## src/rtl/uart_tx_arbiter_if.sv

```systemverilog
// Handshake bundle between the byte-stream sources, the arbiter and the UART TX core.
// The arbiter takes the slave view; the source/UART side takes the master view.
interface uart_tx_arbiter_if #(
  parameter int unsigned N_SRC = 2
);
  logic [N_SRC-1:0]   src_req;
  logic [8*N_SRC-1:0] src_byte;
  logic [N_SRC-1:0]   src_send;
  logic [N_SRC-1:0]   src_grant;
  logic [N_SRC-1:0]   src_tx_busy;
  logic               uart_tx_busy;
  logic [7:0]         uart_byte;
  logic               uart_send;
  logic [2:0]         active_src;

  modport master (
    output src_req, src_byte, src_send, uart_tx_busy,
    input  src_grant, src_tx_busy, uart_byte, uart_send, active_src
  );

  modport slave (
    input  src_req, src_byte, src_send, uart_tx_busy,
    output src_grant, src_tx_busy, uart_byte, uart_send, active_src
  );
endinterface

```

## src/rtl/uart_tx_arbiter.sv

```systemverilog
// Message-locked round-robin arbiter sharing one UART transmitter between N_SRC sources.
// A granted source owns the UART until it drops its request; a watchdog reclaims it from a
// stalled source and locks that source out until it releases its request.
module uart_tx_arbiter #(
  parameter int unsigned N_SRC          = 2,
  parameter logic [15:0] TIMEOUT_CYCLES = 16'd50000
) (
  input  logic              clock,
  input  logic              reset_n,
  uart_tx_arbiter_if.slave  bus,
  input  logic              err_clear,
  output logic              timeout_err,
  output logic              overrun_err
);

  typedef enum logic [1:0] {StIdle, StGranted, StDrain} state_e;

  state_e           state;
  logic [2:0]       rr_ptr;
  logic [15:0]      wd_cnt;
  logic [N_SRC-1:0] lockout;

  logic [N_SRC-1:0] req_ok;
  logic             hi_valid, lo_valid, pick_valid;
  logic [2:0]       hi_idx, lo_idx, pick_idx;
  logic [N_SRC-1:0] pick_onehot;
  logic [7:0]       byte_g;
  logic             req_g, send_g, busy_g, idle_g;
  logic             accept, overrun_set, wd_fire;
  logic [2:0]       next_ptr;

  // Grant is one-hot, so masking with it selects the granted source's signals.
  assign req_g  = |(bus.src_req & bus.src_grant);
  assign send_g = |(bus.src_send & bus.src_grant);
  assign busy_g = bus.uart_tx_busy | bus.uart_send;
  assign idle_g = ~busy_g & ~send_g;

  assign accept      = (state == StGranted) & send_g & ~busy_g;
  assign overrun_set = (state == StGranted) & send_g & busy_g;
  assign wd_fire     = (TIMEOUT_CYCLES != 16'd0) && (state == StGranted) && idle_g &&
                       (wd_cnt == TIMEOUT_CYCLES - 16'd1);

  assign req_ok   = bus.src_req & ~lockout;
  assign next_ptr = (bus.active_src == 3'(N_SRC - 1)) ? 3'd0 : bus.active_src + 3'd1;

  // Per-source busy view: only the granted source can ever see the UART as free.
  always_comb begin
    bus.src_tx_busy = '1;
    for (int i = 0; i < int'(N_SRC); i++) begin
      if (bus.src_grant[i]) bus.src_tx_busy[i] = busy_g;
    end
  end

  // Round-robin pick: lowest eligible index at or above rr_ptr, else lowest below it.
  always_comb begin
    hi_valid = 1'b0;
    hi_idx   = '0;
    lo_valid = 1'b0;
    lo_idx   = '0;
    for (int i = int'(N_SRC) - 1; i >= 0; i--) begin
      if (req_ok[i]) begin
        if (i >= int'(rr_ptr)) begin
          hi_valid = 1'b1;
          hi_idx   = 3'(i);
        end else begin
          lo_valid = 1'b1;
          lo_idx   = 3'(i);
        end
      end
    end
  end

  assign pick_valid = hi_valid | lo_valid;
  assign pick_idx   = hi_valid ? hi_idx : lo_idx;

  // One-hot encode the pick and mux the granted source's byte.
  always_comb begin
    pick_onehot = '0;
    byte_g      = '0;
    for (int i = 0; i < int'(N_SRC); i++) begin
      pick_onehot[i] = (3'(i) == pick_idx);
      if (bus.src_grant[i]) byte_g = byte_g | bus.src_byte[8*i +: 8];
    end
  end

  // Arbitration FSM with registered grant, UART strobe, watchdog and sticky error flags.
  always_ff @(posedge clock or negedge reset_n) begin
    if (!reset_n) begin
      state          <= StIdle;
      rr_ptr         <= '0;
      wd_cnt         <= '0;
      lockout        <= '0;
      bus.src_grant  <= '0;
      bus.active_src <= '0;
      bus.uart_send  <= 1'b0;
      bus.uart_byte  <= 8'h00;
      timeout_err    <= 1'b0;
      overrun_err    <= 1'b0;
    end else begin
      bus.uart_send <= 1'b0;
      wd_cnt        <= '0;
      // A lockout lasts until its source is seen with the request low.
      lockout <= (lockout & bus.src_req) | ({N_SRC{wd_fire & req_g}} & bus.src_grant);

      if (overrun_set)    overrun_err <= 1'b1;
      else if (err_clear) overrun_err <= 1'b0;
      if (wd_fire)        timeout_err <= 1'b1;
      else if (err_clear) timeout_err <= 1'b0;

      unique case (state)
        StIdle: begin
          if (pick_valid) begin
            bus.src_grant  <= pick_onehot;
            bus.active_src <= pick_idx;
            state          <= StGranted;
          end
        end
        StGranted: begin
          if (accept) begin
            bus.uart_byte <= byte_g;
            bus.uart_send <= 1'b1;
          end
          if (idle_g && !wd_fire) wd_cnt <= wd_cnt + 16'd1;
          // A strobe coinciding with the request drop is still forwarded above.
          if (!req_g || wd_fire) begin
            bus.src_grant <= '0;
            state         <= StDrain;
          end
        end
        StDrain: begin
          // Hold off new grants until the last byte has left the shifter.
          if (!bus.uart_send && !bus.uart_tx_busy) begin
            rr_ptr <= next_ptr;
            state  <= StIdle;
          end
        end
        default: state <= StIdle;
      endcase
    end
  end

endmodule

```

## src/flat_wrapper.sv

```systemverilog
// flat-port wrapper written by rule: the top's interface ports become plain ports
module uart_tx_arbiter_flat 
#(
  parameter int unsigned N_SRC          = 2,
  parameter logic [15:0] TIMEOUT_CYCLES = 16'd50000
)
  (clock, reset_n, err_clear, timeout_err, overrun_err, bus_src_req, bus_src_byte, bus_src_send, bus_uart_tx_busy, bus_src_grant, bus_src_tx_busy, bus_uart_byte, bus_uart_send, bus_active_src);
  uart_tx_arbiter_if #(.N_SRC(N_SRC)) bus_i ();
  input  logic clock;
  input  logic reset_n;
  input  logic err_clear;
  output logic timeout_err;
  output logic overrun_err;
  input wire logic [$bits(bus_i.src_req)-1:0] bus_src_req;
  input wire logic [$bits(bus_i.src_byte)-1:0] bus_src_byte;
  input wire logic [$bits(bus_i.src_send)-1:0] bus_src_send;
  input wire logic [$bits(bus_i.uart_tx_busy)-1:0] bus_uart_tx_busy;
  output wire logic [$bits(bus_i.src_grant)-1:0] bus_src_grant;
  output wire logic [$bits(bus_i.src_tx_busy)-1:0] bus_src_tx_busy;
  output wire logic [$bits(bus_i.uart_byte)-1:0] bus_uart_byte;
  output wire logic [$bits(bus_i.uart_send)-1:0] bus_uart_send;
  output wire logic [$bits(bus_i.active_src)-1:0] bus_active_src;
  assign bus_i.src_req = bus_src_req;
  assign bus_i.src_byte = bus_src_byte;
  assign bus_i.src_send = bus_src_send;
  assign bus_i.uart_tx_busy = bus_uart_tx_busy;
  assign bus_src_grant = bus_i.src_grant;
  assign bus_src_tx_busy = bus_i.src_tx_busy;
  assign bus_uart_byte = bus_i.uart_byte;
  assign bus_uart_send = bus_i.uart_send;
  assign bus_active_src = bus_i.active_src;
  uart_tx_arbiter #(.N_SRC(N_SRC), .TIMEOUT_CYCLES(TIMEOUT_CYCLES)) u_core (.clock(clock), .reset_n(reset_n), .bus(bus_i), .err_clear(err_clear), .timeout_err(timeout_err), .overrun_err(overrun_err));
endmodule
```

## config.mk

```make
export PLATFORM = sky130hd
export DESIGN_NAME = uart_tx_arbiter_flat
export DESIGN_NICKNAME = d
export VERILOG_FILES = /design/src/rtl/uart_tx_arbiter_if.sv /design/src/rtl/uart_tx_arbiter.sv /design/src/flat_wrapper.sv
export SDC_FILE = /design/constraint.sdc
export NUM_CORES = 1
export LEC_CHECK = 0
export ABC_CLOCK_PERIOD_IN_PS = 2120
export CAP_MARGIN = 40
export CORE_MARGIN = 3
export CORE_UTILIZATION = 40
export DETAILED_ROUTE_END_ITERATION = 10
export GPL_ROUTABILITY_DRIVEN = 0
export PLACE_DENSITY = 0.71
export SLEW_MARGIN = 30
export SYNTH_ARGS = -nofsm -noshare
export SYNTH_HDL_FRONTEND = slang
export SYNTH_SLANG_ARGS = --single-unit
```

## constraint.sdc

```tcl
create_clock -name clock -period 2.12 [get_ports clock]
set_input_delay 0.53 -clock clock [delete_from_list [all_inputs] [get_ports clock]]
set_output_delay 0.53 -clock clock [all_outputs]
set_load 0.02 [all_outputs]
```

**Run 1: congestion heat map**

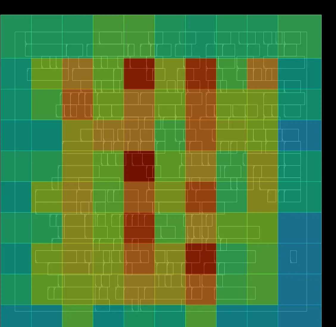
M1 GR Usage: 0.212
GR peak layer: met2
met3 usage: 0.0323
GR Util met2: 0.227

**Run 1: sequential cells colored by netlist name**

Other sequential cells in the stronger gray, the rest of the logic in the fainter gray.
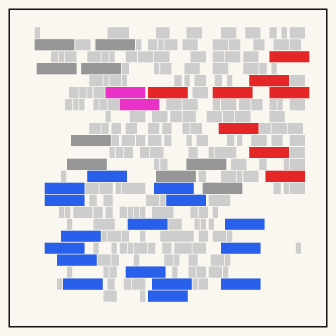
u_core.bus.uart_byte: marked red, sequential cells 8, where top right. u_core.bus.src_grant: marked magenta, sequential cells 2. u_core.wd_cnt: marked blue, sequential cells 16.

**Run 1: routed clock nets over the placement**

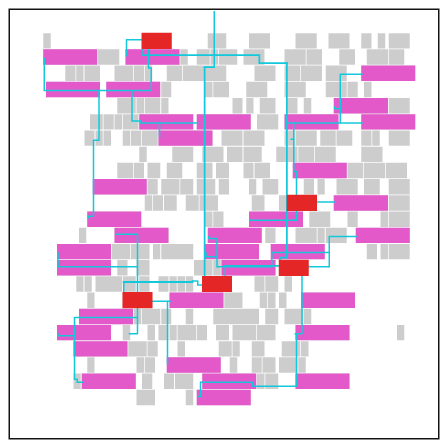
flip-flops: marked magenta, count 35. clock-net drivers: marked red, count 5. clock wires: marked cyan, length 450 um.
Position of the flops: all over the die.

**Run 1: cell classes on the final placement**

Scale bar: 20 um.
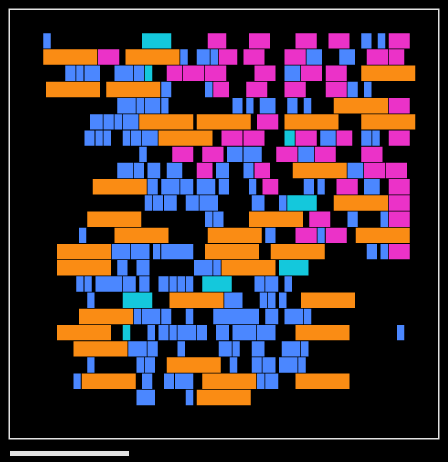
remaining logic cells: marked blue, cells 142, share of their area 37%. registers: marked orange, cells 35, share of their area 40%. remaining buffers and delay cells: marked magenta, cells 46, share of their area 20%. clock drivers and dummy loads: marked cyan, cells 8, share of their area 3.7%.
core area: 0.00409 sq mm
Final Cell Area: 0.00227 sq mm

==> impl_metrics.py, run 1 <==
# Metrics from the implementation run
metrics = {
    "outcome": {
        "status": "finished, final reports clean",
    },
    "power": {
        "power_mw": 2.29,
        "sequentialPowerShare": 0.413,
        "p_comb_frac": 0.388,
        "seq_cell_power_mw": 0.945,
        "powerComb_mw": 0.888,
        "clkPwrFrac": 0.199,
        "cell_internal_pwr_mw": 1.47,
        "powerDensity_mw_per_mm2": 1010,
        "peakVddDrop_uv": 445,
    },
    "logic_synthesis": {
        "ys.flops": 35,
        "ys_cells": 185,
        "avgSynthCellArea_sq_um": 9.37,
        "yosysChipArea_sq_mm": 0.00173,
        "synth.cellmix.compoundShare": 0.155,
        "fa_ha_area_frac": 0.00722,
    },
    "critical_path": {
        "rr_startpoint": "u_core.wd_cnt[5]$_DFF_PN0_",
        "crit_arrival_ns": 1.49,
        "crit_start": "bus_uart_tx_busy",
        "start_kind": "primary input",
    },
    "placement": {
        "dp_slack_ns": -0.155,
        "dpl.hpwl_um": 2640,
    },
    "final_layout": {
        "syn2layout_area_growth_pct": 31.2,
        "most-common-layout-cells": "clkdlybuf4s50_1, dfrtp_1, nor2_1",
        "drive_gt1_frac": 0.0823,
        "largestRegisters": "u_core.wd_cnt (16), u_core.bus.uart_byte (8)",
        "logic_area_sq_um": 779,
    },
    "min_path": {
        "worstHoldStart": "u_core.bus.active_src[0]$_DFFE_PN0P_",
        "min_path_cells": 1,
    },
    "timing": {
        "rsz0062_at_grt": "no",
        "hold_ws_ns": 0.465,
        "worst_slack_ns": 0.0954,
    },
    "die": {
        "fp.dieW_um": 71.8,
    },
    "grt": {
        "grt_pass1_wl_um": 6180,
    },
}
==> inputs of run 2 (changes only) <==
--- a/config.mk
+++ b/config.mk
@@ -5,7 +5,7 @@
 export SDC_FILE = /design/constraint.sdc
 export NUM_CORES = 1
 export LEC_CHECK = 0
-export ABC_CLOCK_PERIOD_IN_PS = 2120
+export ABC_CLOCK_PERIOD_IN_PS = 2600
 export CAP_MARGIN = 40
 export CORE_MARGIN = 3
 export CORE_UTILIZATION = 40
@@ -16,3 +16,4 @@
 export SYNTH_ARGS = -nofsm -noshare
 export SYNTH_HDL_FRONTEND = slang
 export SYNTH_SLANG_ARGS = --single-unit
+export TNS_END_PERCENT = 10
==> constraint.sdc (replaced) <==
create_clock -name clock -period 2.6 [get_ports clock]
set_input_delay 0.65 -clock clock [delete_from_list [all_inputs] [get_ports clock]]
set_output_delay 0.65 -clock clock [all_outputs]
set_load 0.02 [all_outputs]
**Run 2: cell classes on the final placement**

Scale bar: 20 um.
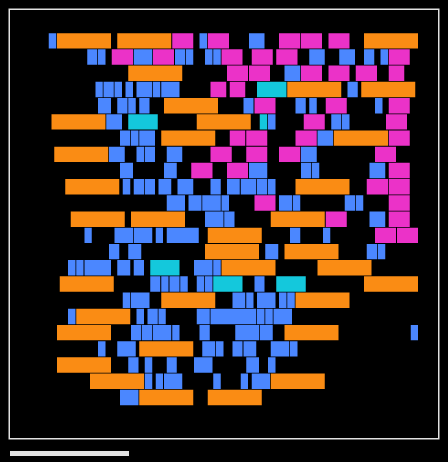
remaining logic cells: marked blue, cells 142, share of their area 37%. remaining buffers and delay cells: marked magenta, cells 43, share of their area 19%. clock drivers and dummy loads: marked cyan, cells 6, share of their area 3.3%. registers: marked orange, cells 35, share of their area 40%.
Seq/total area: 0.391
# rows: 23

==> run 2 against run 1 <==
Effect of this change:
- design area is 1.4% lower
- clock-buffer cell count is 1 lower
- setup slack worse by 0.027 ns
- utilization is 0.77 points lower
- via count is 1.4% lower
- critical path depth stayed put
- non-clock buffer count is 3 lower
- flip-flop count stayed put
- critical path type unchanged
- largest cell class unchanged
==> impl_metrics.py, run 2 <==
# Metrics from the implementation run
metrics = {
    "logic_synthesis": {
        "ys_cells": 185,
        "avgSynthCellArea_sq_um": 9.37,
    },
    "min_path": {
        "min_path_cells": 2,
    },
    "outcome": {
        "status": "finished, final reports clean",
    },
    "grt": {
        "grt_pass1_wl_um": 6240,
        "use_met1": 0.206,
        "met3_usage": 0.0309,
    },
    "power": {
        "sequentialPowerShare": 0.412,
        "clkPwrFrac": 0.191,
        "powerComb_mw": 0.734,
        "cell_internal_pwr_mw": 1.19,
        "powerDensity_mw_per_mm2": 826,
    },
    "critical_path": {
        "rr_startpoint": "u_core.wd_cnt[5]$_DFF_PN0_",
        "crit_start": "bus_uart_tx_busy",
        "start_kind": "primary input",
    },
    "timing": {
        "worst_slack_ns": 0.0681,
        "rsz0062_at_grt": "no",
    },
    "final_layout": {
        "drive_gt1_frac": 0.0619,
        "largestRegisters": "u_core.wd_cnt (16), u_core.bus.uart_byte (8)",
        "most-common-layout-cells": "clkdlybuf4s50_1, dfrtp_1, nor2_1",
        "design_area_sq_mm": 0.00224,
    },
    "die": {
        "coreArea_sq_mm": 0.00409,
    },
}
==> inputs of run 3 (changes only) <==
--- a/config.mk
+++ b/config.mk
@@ -12,7 +12,7 @@
 export DETAILED_ROUTE_END_ITERATION = 10
 export GPL_ROUTABILITY_DRIVEN = 0
 export PLACE_DENSITY = 0.71
-export SLEW_MARGIN = 30
+export SLEW_MARGIN = 20
 export SYNTH_ARGS = -nofsm -noshare
 export SYNTH_HDL_FRONTEND = slang
 export SYNTH_SLANG_ARGS = --single-unit
**Run 3: routed clock nets over the placement**

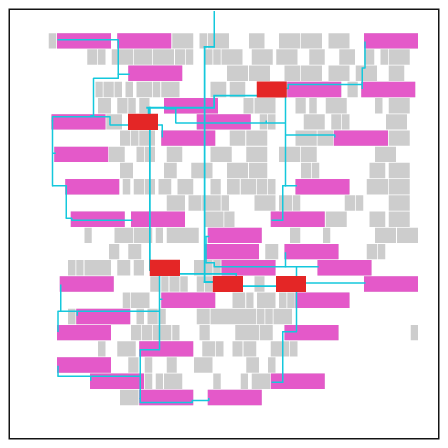
flip-flops: marked magenta, count 35. clock wires: marked cyan, length 438 um. clock-net drivers: marked red, count 5.
Position of the flops: all over the die. There are 6 routed clock nets.
Worst Skew: 0.00744 ns
clock group share of total power: 0.191

==> run 3 against run 2 <==
Effect of this change:
- clock power about the same
- cell count unchanged
- routed wire length unchanged
- global-route usage unchanged
- register-to-register slack about the same
- die area unchanged
- worst hold slack unchanged
- fmax unchanged
- combinational power about the same
- utilization unchanged
- highest routed layer unchanged
==> impl_metrics.py, run 3 <==
# Metrics from the implementation run
metrics = {
    "final_layout": {
        "design_area_sq_mm": 0.00224,
        "seq_share": 0.391,
        "largestRegisters": "u_core.wd_cnt (16), u_core.bus.uart_byte (8)",
        "logic_area_sq_um": 777,
        "largest-register": "u_core.wd_cnt",
        "drive_gt1_frac": 0.0619,
        "seqCellArea_sq_um": 876,
        "fillers": 388,
        "buffer_area_frac": 0.187,
        "most-common-layout-cells": "clkdlybuf4s50_1, dfrtp_1, nor2_1",
    },
    "logic_synthesis": {
        "ys_top_cells_by_count": "dfrtp_1, nor2_1, nand2_1",
        "post-synth-top-count-cell": "dfrtp_1",
        "largest_area_cell": "dfrtp_1",
        "ys_cells": 185,
        "avgSynthCellArea_sq_um": 9.37,
        "fa_ha_area_frac": 0.00722,
        "synth.cellmix.compoundShare": 0.155,
    },
    "timing": {
        "max_freq_mhz": 395,
        "rsz0062_at_grt": "no",
        "setup_tns_ns": 0,
        "worst_slack_ns": 0.0681,
        "finalSetupViolations": 0,
    },
    "critical_path": {
        "reg2reg_depth": 4,
        "worstSetupPathType": "in -> out",
        "rr_startpoint": "u_core.wd_cnt[5]$_DFF_PN0_",
        "cpMostUsedCell": "clkdlybuf4s50_1",
        "crit_start": "bus_uart_tx_busy",
        "start_kind": "primary input",
    },
    "power": {
        "powerDensity_mw_per_mm2": 826,
        "sequentialPowerShare": 0.412,
        "powerComb_mw": 0.734,
        "cell_internal_pwr_mw": 1.19,
    },
    "placement": {
        "placedCellCount": 270,
        "placed_cell_area_sq_mm": 0.00217,
        "dp_slack_ns": 0.0749,
    },
    "outcome": {
        "status": "finished, final reports clean",
    },
    "die": {
        "coreArea_sq_mm": 0.00409,
        "chip_area_sq_mm": 0.00516,
        "std_cell_rows": 23,
    },
    "grt": {
        "gr-usage-all-layers": 0.153,
        "use_met1": 0.206,
        "met3_usage": 0.0309,
        "grt_pass1_wl_um": 6240,
        "grt_pass1_vias": 1339,
    },
    "min_path": {
        "hold-path-endpoint": "u_core.bus.uart_byte[2]$_DFFE_PN0P_",
        "min_path_cells": 2,
    },
    "detailed_routing": {
        "first_pass_iters": 4,
    },
    "clock_tree": {
        "cts_buffer_depth": 2,
    },
    "run": {
        "maxCapViolations": 0,
    },
}
Power and IR drop assume default switching activity.
